File: src/rtl/leb128_fetch.sv
// leb128_fetch: serial LEB128 immediate decoder between the code ROM and CPU decode.
// Optional feature macro LEB128_SIGNED_EN: when defined, signed_mode selects SLEB128
// sign extension; when undefined, signed_mode is ignored and results are zero-extended.
// Ports:
//   clk, reset        clock and synchronous active-high reset
//   start             request pulse, sampled only when idle
//   addr              byte address of the first encoded byte
//   signed_mode       1 = SLEB128, 0 = ULEB128
//   width64           1 = 64-bit immediate (10 bytes max), 0 = 32-bit (5 bytes max)
//   busy, done        in-flight flag and one-cycle result-valid pulse
//   value, length     decoded 64-bit immediate and bytes consumed
//   error             0 ok, 1 ROM bounds error, 2 overlong encoding
//   mem_addr          registered ROM address
//   mem_extra         bytes requested beyond the first
//   mem_data          ROM window, byte at mem_addr in the top lane
//   mem_error         ROM bounds violation, valid alongside mem_data
module leb128_fetch #(
    parameter int MEM_DEPTH = 3,
    parameter int MEM_EXTRA = 4
) (
    input  logic                         clk,
    input  logic                         reset,
    input  logic                         start,
    input  logic [MEM_DEPTH:0]           addr,
    input  logic                         signed_mode,
    input  logic                         width64,
    output logic                         busy,
    output logic                         done,
    output logic [63:0]                  value,
    output logic [3:0]                   length,
    output logic [1:0]                   error,
    output logic [MEM_DEPTH:0]           mem_addr,
    output logic [MEM_EXTRA-1:0]         mem_extra,
    input  logic [(2**MEM_EXTRA)*8-1:0]  mem_data,
    input  logic                         mem_error
);
    localparam int WB = (2**MEM_EXTRA)*8;
    typedef enum logic [2:0] {IDLE, REQ, LOAD, DECODE, DONE} state_t;
    state_t state, state_n;
    logic [WB-1:0] win;
    logic [63:0] acc, acc_n, acc_t, fin;
    logic [7:0] cur;
    logic w64, over, last;
    assign cur = win[WB-1 -: 8];
    // length doubles as the byte index k; shifts past bit 63 fall off the 64-bit operand
    assign acc_n = acc | ({57'd0, cur[6:0]} << (7 * length));
    assign over = cur[7] && (length + 4'd1 == (w64 ? 4'd10 : 4'd5));
    assign last = !cur[7] || over;
    assign acc_t = w64 ? acc_n : {32'd0, acc_n[31:0]};
`ifdef LEB128_SIGNED_EN
    logic sgn;
    logic [6:0] n7, sb;
    logic [63:0] mask;
    // sign bit sits at min(7n, W)-1; everything above it is filled with that bit
    assign n7 = 7'(7 * (length + 4'd1));
    assign sb = (n7 > (w64 ? 7'd64 : 7'd32)) ? (w64 ? 7'd64 : 7'd32) : n7;
    assign mask = (64'd1 << sb) - 64'd1;
    assign fin = (sgn && acc_t[sb - 7'd1]) ? (acc_t | ~mask) : acc_t;
`else
    logic unused_signed;
    assign unused_signed = signed_mode;
    assign fin = acc_t;
`endif
    always_ff @(posedge clk) begin
        if (reset) state <= IDLE;
        else state <= state_n;
    end
    always_comb begin
        state_n = state;
        busy = state != IDLE;
        done = state == DONE;
        case (state)
            IDLE:    state_n = start ? REQ : IDLE;
            REQ:     state_n = LOAD;
            LOAD:    state_n = mem_error ? DONE : DECODE;
            DECODE:  state_n = last ? DONE : DECODE;
            DONE:    state_n = IDLE;
            default: state_n = IDLE;
        endcase
    end
    always_ff @(posedge clk) begin
        if (reset) begin
            value <= '0;
            length <= '0;
            error <= '0;
            mem_addr <= '0;
            mem_extra <= '0;
            acc <= '0;
            win <= '0;
            w64 <= 1'b0;
`ifdef LEB128_SIGNED_EN
            sgn <= 1'b0;
`endif
        end else begin
            case (state)
                IDLE: if (start) begin
                    mem_addr <= addr;
                    mem_extra <= width64 ? MEM_EXTRA'(9) : MEM_EXTRA'(4);
                    w64 <= width64;
`ifdef LEB128_SIGNED_EN
                    sgn <= signed_mode;
`endif
                    acc <= '0;
                    length <= '0;
                    error <= '0;
                end
                LOAD: if (mem_error) begin
                    error <= 2'd1;
                    value <= '0;
                    length <= '0;
                end else begin
                    win <= mem_data;
                end
                DECODE: begin
                    acc <= acc_n;
                    length <= length + 4'd1;
                    win <= win << 8;
                    if (last) begin
                        value <= fin;
                        error <= over ? 2'd2 : 2'd0;
                    end
                end
                default: ;
            endcase
        end
    end
endmodule

File: config.mk
export PLATFORM = sky130hd
export DESIGN_NAME = leb128_fetch
export DESIGN_NICKNAME = d
export VERILOG_FILES = /design/src/rtl/leb128_fetch.sv
export SDC_FILE = /design/constraint.sdc
export NUM_CORES = 1
export LEC_CHECK = 0
export ABC_AREA = 1
export CORE_UTILIZATION = 56
export CTS_CLUSTER_DIAMETER = 200
export CTS_CLUSTER_SIZE = 20
export DETAILED_ROUTE_END_ITERATION = 8
export HOLD_SLACK_MARGIN = 0.03
export PLACE_DENSITY = 0.94
export SYNTH_ARGS = -nofsm -noshare
export SYNTH_HDL_FRONTEND = slang
export SYNTH_SLANG_ARGS = --single-unit
File: constraint.sdc
create_clock -name clk -period 2.9 [get_ports clk]
set_clock_uncertainty 0.15 [all_clocks]
set_input_delay 0.58 -clock clk [delete_from_list [all_inputs] [get_ports clk]]
set_output_delay 0.58 -clock clk [all_outputs]
set_load 0.005 [all_outputs]
**Run 1: met1 routing**

The bar under the picture is 50 µm long.
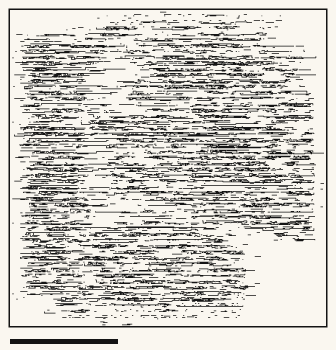
- wire length on this layer: 12200 µm
- share of all routed wire: 40%
- main direction: horizontal
- nets with wire on the layer: 1695

**Run 1: metal 2**

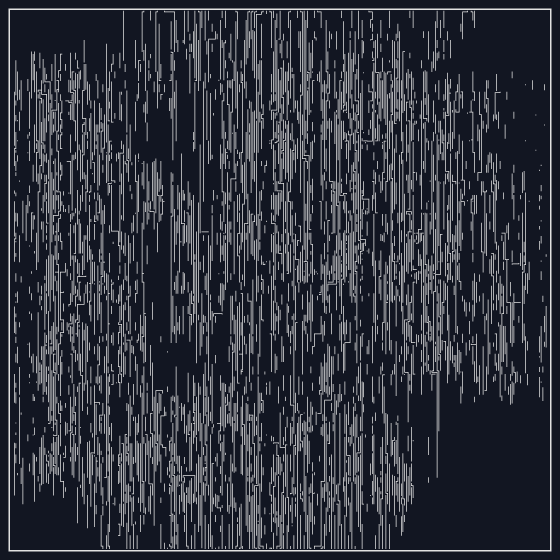
- nets with wire on the layer: 1517
- wire length on this layer: 14800 µm
- share of all routed wire: 49%
- longest straight run: 56.1 µm
- main direction: vertical

==> deck_impl_summary.md, run 1 <==
Flow Results at a Glance

Status
  • Status: completed

Drt
  • Vias: 11297
  • DRT antenna net count: 0
  • DR iter-0 viols: 978

Yosys
  • Flops after synth: 271
  • Synth Net Count: 1755
  • Largest cells by area after synthesis: dfxtp_1 (47%), nand2_1 (14%), a31oi_1 (6.5%)

Power and ir drop
  • VDD IR max: 410.8 µV
  • Static Leak: 5.456 nW

Timing
  • RSZ-0062 raised after global routing: false

Placed design
  • Dpl cells: between 1500 and 2000

Floorplanning
  • Die Span X: 145.7 µm

Clocking
  • TritonCTS Buffers: 17
  • Clk ins delay skew pair: ~0.50 ns
  • H-tree lvl count: 1

Min path
  • Min-delay worst type: flip-flop to flip-flop

Finish
  • Layout Nets: 1875

Setup path
  • Crit. End Element: output port
  • Flop2flop setup slack: 0.57 ns

Job
  • Tool warnings: 31
**Run 1: signal wires on met3**

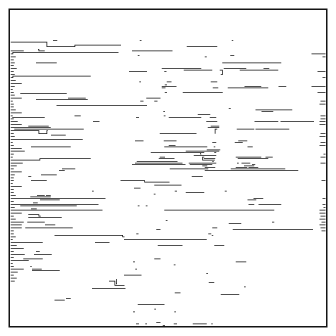
- main direction: horizontal
- nets with wire on the layer: 218
- longest straight run: 50.4 µm
- share of all routed wire: 6.7%

[run 1: Yosys cell counts, types with 2 or more instances]
library cell and count:
buf_1 2, nor2_1 191, clkbuf_1 78, nor2_2 3, a21o_1 2, nand3b_1 42, o21a_1 12, clkinv_1 2
a31oi_1 120, buf_4 10, buf_2 46, o21ai_1 19, a21oi_1 148, nand4_1 3, o21bai_1 4, o21ai_0 125
nand3_1 28, nor3_1 19, inv_2 4, inv_1 36, nand2_1 444, dfxtp_1 271, nand2_2 3
[run 1: power by group]
| part | internal [mW] | leakage [nW] | total, mW | switching, mW |
|---|---|---|---|---|
| combinational | 0.471 | 3.04 | 0.948 | 0.477 |
| sequential | 3.90 | 2.20 | 3.99 | 0.0995 |
| clock | 1.07 | 0.220 | 2.29 | 1.22 |
| total | 5.43 | 5.46 | 7.23 | 1.80 |
[run 1: state kept, by name (all words and copies together) (netlist names)]
name	count
acc	64
error	2
length	4
mem_addr	4
mem_extra	2
state	3
value	64
win	128
[run 1: per-layer routing]
layer  vias up  global-route usage  share of wire
met5         -                   0              0
met4         0              0.1116          0.040
met3        88             0.04295          0.067
met2       423              0.4895           0.49
met1      5197              0.3396           0.40
li1       5589                   -              -
[run 1: cells by family after synthesis]
kind of cell,after synthesis,synth area share
AND-OR/OR-AND,430,0.2030
buffers and inverters,179,0.06697
adder cells (fa/ha/maj),1,0.001082
AND/OR/NAND/NOR,734,0.2595
flip-flops,271,0.4691
other,1,0.0003243
[run 1: stage by stage]
step | hold slack, ns | utilization | area [µm²]
final | 0.3147 | 0.7007 | 14180
after global routing | 0.3320 | 0.7007 | 14180
after CTS | 0.3146 | 0.7007 | 14180
after detailed placement | 0.3026 | 0.6786 | 13730
after global placement | 0.2985 | 0.6786 | 13730
after floorplan | 0.2910 | - | 11560
[run 1: layout make-up]
class                      instances  area share
sequential                       271      0.3827
tap                              270     0.02383
inverter                          42     0.01147
multi-input combinational       1166      0.3799
timing repair buffer             238      0.1707
clock buffer                      17     0.03001
clock inverter                     2    0.001412
[run 1: cells in the final DEF, fill, tap and decap left out, types with 4 or more instances in the layout]
| master | instances |
|---|---|
| dfxtp_1 | 271 |
| clkdlybuf4s50_1 | 214 |
| nor2_1 | 191 |
| buf_4 | 15 |
| o21ai_0 | 125 |
| clkbuf_16 | 17 |
| o21ai_1 | 19 |
| nand3_1 | 28 |
| inv_1 | 35 |
| nand3b_1 | 42 |
| nor3_1 | 19 |
| buf_12 | 8 |
| a31oi_1 | 120 |
| o21a_1 | 12 |
| a21oi_1 | 148 |
| nand2_1 | 443 |
| o21bai_1 | 4 |
[run 1: final timing paths]
path	from	end	depth (start not counted)
max	state[1]	busy	3
max reg2reg	state[2]	win[59]	7
min	acc[61]	acc[61]	2
min reg2reg	acc[61]	acc[61]	2
[run 1: critical path, cell delays in order (launching register included)]
cell and delay, ns:
dfxtp_1 0.36, nor3_1 0.48, inv_1 0.10, clkdlybuf4s50_1 0.47
==> run 2: changes to the inputs <==
--- a/config.mk
+++ b/config.mk
@@ -8,10 +8,11 @@
 export ABC_AREA = 1
 export CORE_UTILIZATION = 56
 export CTS_CLUSTER_DIAMETER = 200
-export CTS_CLUSTER_SIZE = 20
+export CTS_CLUSTER_SIZE = 24
 export DETAILED_ROUTE_END_ITERATION = 8
 export HOLD_SLACK_MARGIN = 0.03
 export PLACE_DENSITY = 0.94
+export SKIP_CTS_REPAIR_TIMING = 1
 export SYNTH_ARGS = -nofsm -noshare
 export SYNTH_HDL_FRONTEND = slang
 export SYNTH_SLANG_ARGS = --single-unit
**Run 2: metal 2**

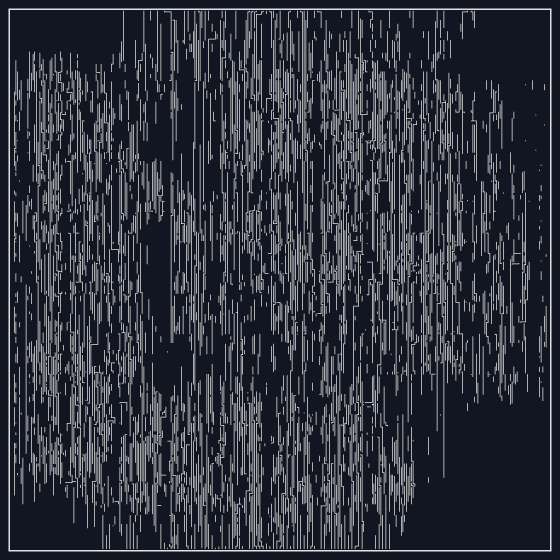
- nets with wire on the layer: 1515
- main direction: vertical
- wire length on this layer: 15200 µm
- longest straight run: 56.1 µm
- share of all routed wire: 50%

==> deck_impl_summary.md, run 2 <==
Flow Results at a Glance

Drt
  • DRT antenna net count: 0
  • Vias: about 11000

Yosys
  • Xor-xnor portion of the synthesized cell area: 0
  • Mux frac, synth: 0
  • Post-Synth AOI/OAI Area: 0.2030
  • Flops after synth: 271
  • Yosys adder share: 0.001082
  • Comb area leader: simple AND/OR/NAND/NOR gates

Power and ir drop
  • VDD IR max: 405.8 µV
  • Static Leak: between 5 and 6 nW

Min path
  • Hold depth: 2
  • Min-delay worst type: flip-flop to flip-flop

Setup path
  • Worst Path Buf+Inv: 2
  • Family with the most delay on the worst path: buffers and inverters
  • Critical Path, Cell by Cell: nor3_1, inv_1, clkdlybuf4s50_1
  • Flop2flop setup slack: between 0.4 and 0.5 ns
  • Cell count of the worst reg-to-reg path: 7
  • Crit. End Element: output port
  • Slowest cell delay on critical path: 0.47 ns
  • Crit path depth: 3

Status
  • Status: completed

Floorplanning
  • Die Span X: roughly 150 µm

Timing
  • RSZ-0062 raised after global routing: false

Clocking
  • TritonCTS Buffers: 15

Finish
  • Layout Nets: 1873
  • Top cell excl fill/tap: nand2_1
  • Number of flip-flops under the largest register name: 128
  • Most frequent cells in the layout: nand2_1 (443), dfxtp_1 (271), clkdlybuf4s50_1 (214)
  • Top Registers: win (128), acc (64), value (64)
**Run 2: congestion heat map**

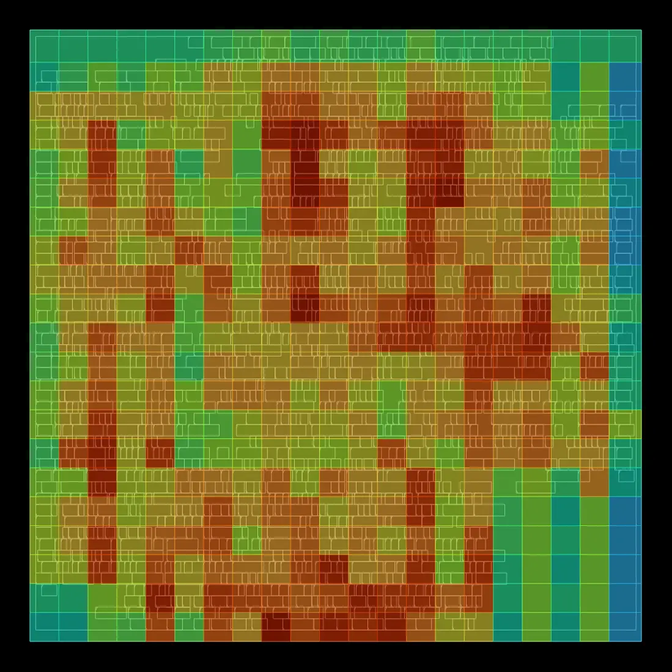
fin util: 0.6982
most used routing layer: met2

-- run 2: layer usage --
layer / global-route usage / routed length (µm)
met1: 0.3485 / 12440
met2: 0.4986 / 15170
met3: 0.04107 / 1859
met4: 0.09053 / 943
met5: 0 / 0
-- run 2: tightest hold or removal path, stage by stage, from the launching register on --
cell,delay [ns]
dfxtp_1,0.32
nand2_1,0.06
a21oi_1,0.05
-- run 2: final cells by class --
cell class / instances / area [µm²]
fill: 1596 / 6107
sequential: 271 / 5425
multi-input combinational: 1166 / 5386
timing repair buffer: 238 / 2420
clock buffer: 15 / 375.4
tap: 270 / 337.8
inverter: 42 / 162.7
clock inverter: 1 / 20.02
-- run 2: report_power, final --
group          switching, mW  total, mW  internal [mW]
Sequential             0.100       4.00           3.90
Combinational          0.478      0.949          0.471
Clock                   1.21       2.16          0.953
Total                   1.79       7.11           5.32
-- run 2: cell families after synthesis --
| family | count (synthesis) |
|---|---|
| other | 1 |
| AND/OR/NAND/NOR | 734 |
| buffers and inverters | 179 |
| AND-OR/OR-AND | 430 |
| adder cells (fa/ha/maj) | 1 |
| flip-flops | 271 |
-- run 2: path summary, 6_finish.rpt --
kind	startpoint	endpoint
hold reg to reg	acc[61]	acc[61]
setup / recovery	state[1]	busy
hold / removal	acc[61]	acc[61]
setup reg to reg	state[2]	win[41]
-- run 2: per-stage QoR --
| step | instance area [µm²] | instances | setup WS [ns] | hold WS [ns] |
|---|---|---|---|---|
| detailed placement | 13730 | 1987 | 0.2080 | 0.3026 |
| global placement | 13730 | 1987 | 0.3467 | 0.2985 |
| floorplan | 11560 | 1616 | 1.085 | 0.2910 |
| finish | 14130 | 2003 | 0.2767 | 0.3167 |
| global route | 14130 | 2003 | 0.2177 | 0.3352 |
| CTS | 14130 | 2003 | 0.2614 | 0.3162 |
No activity file was given, so power comes from the tool's default toggle rates.
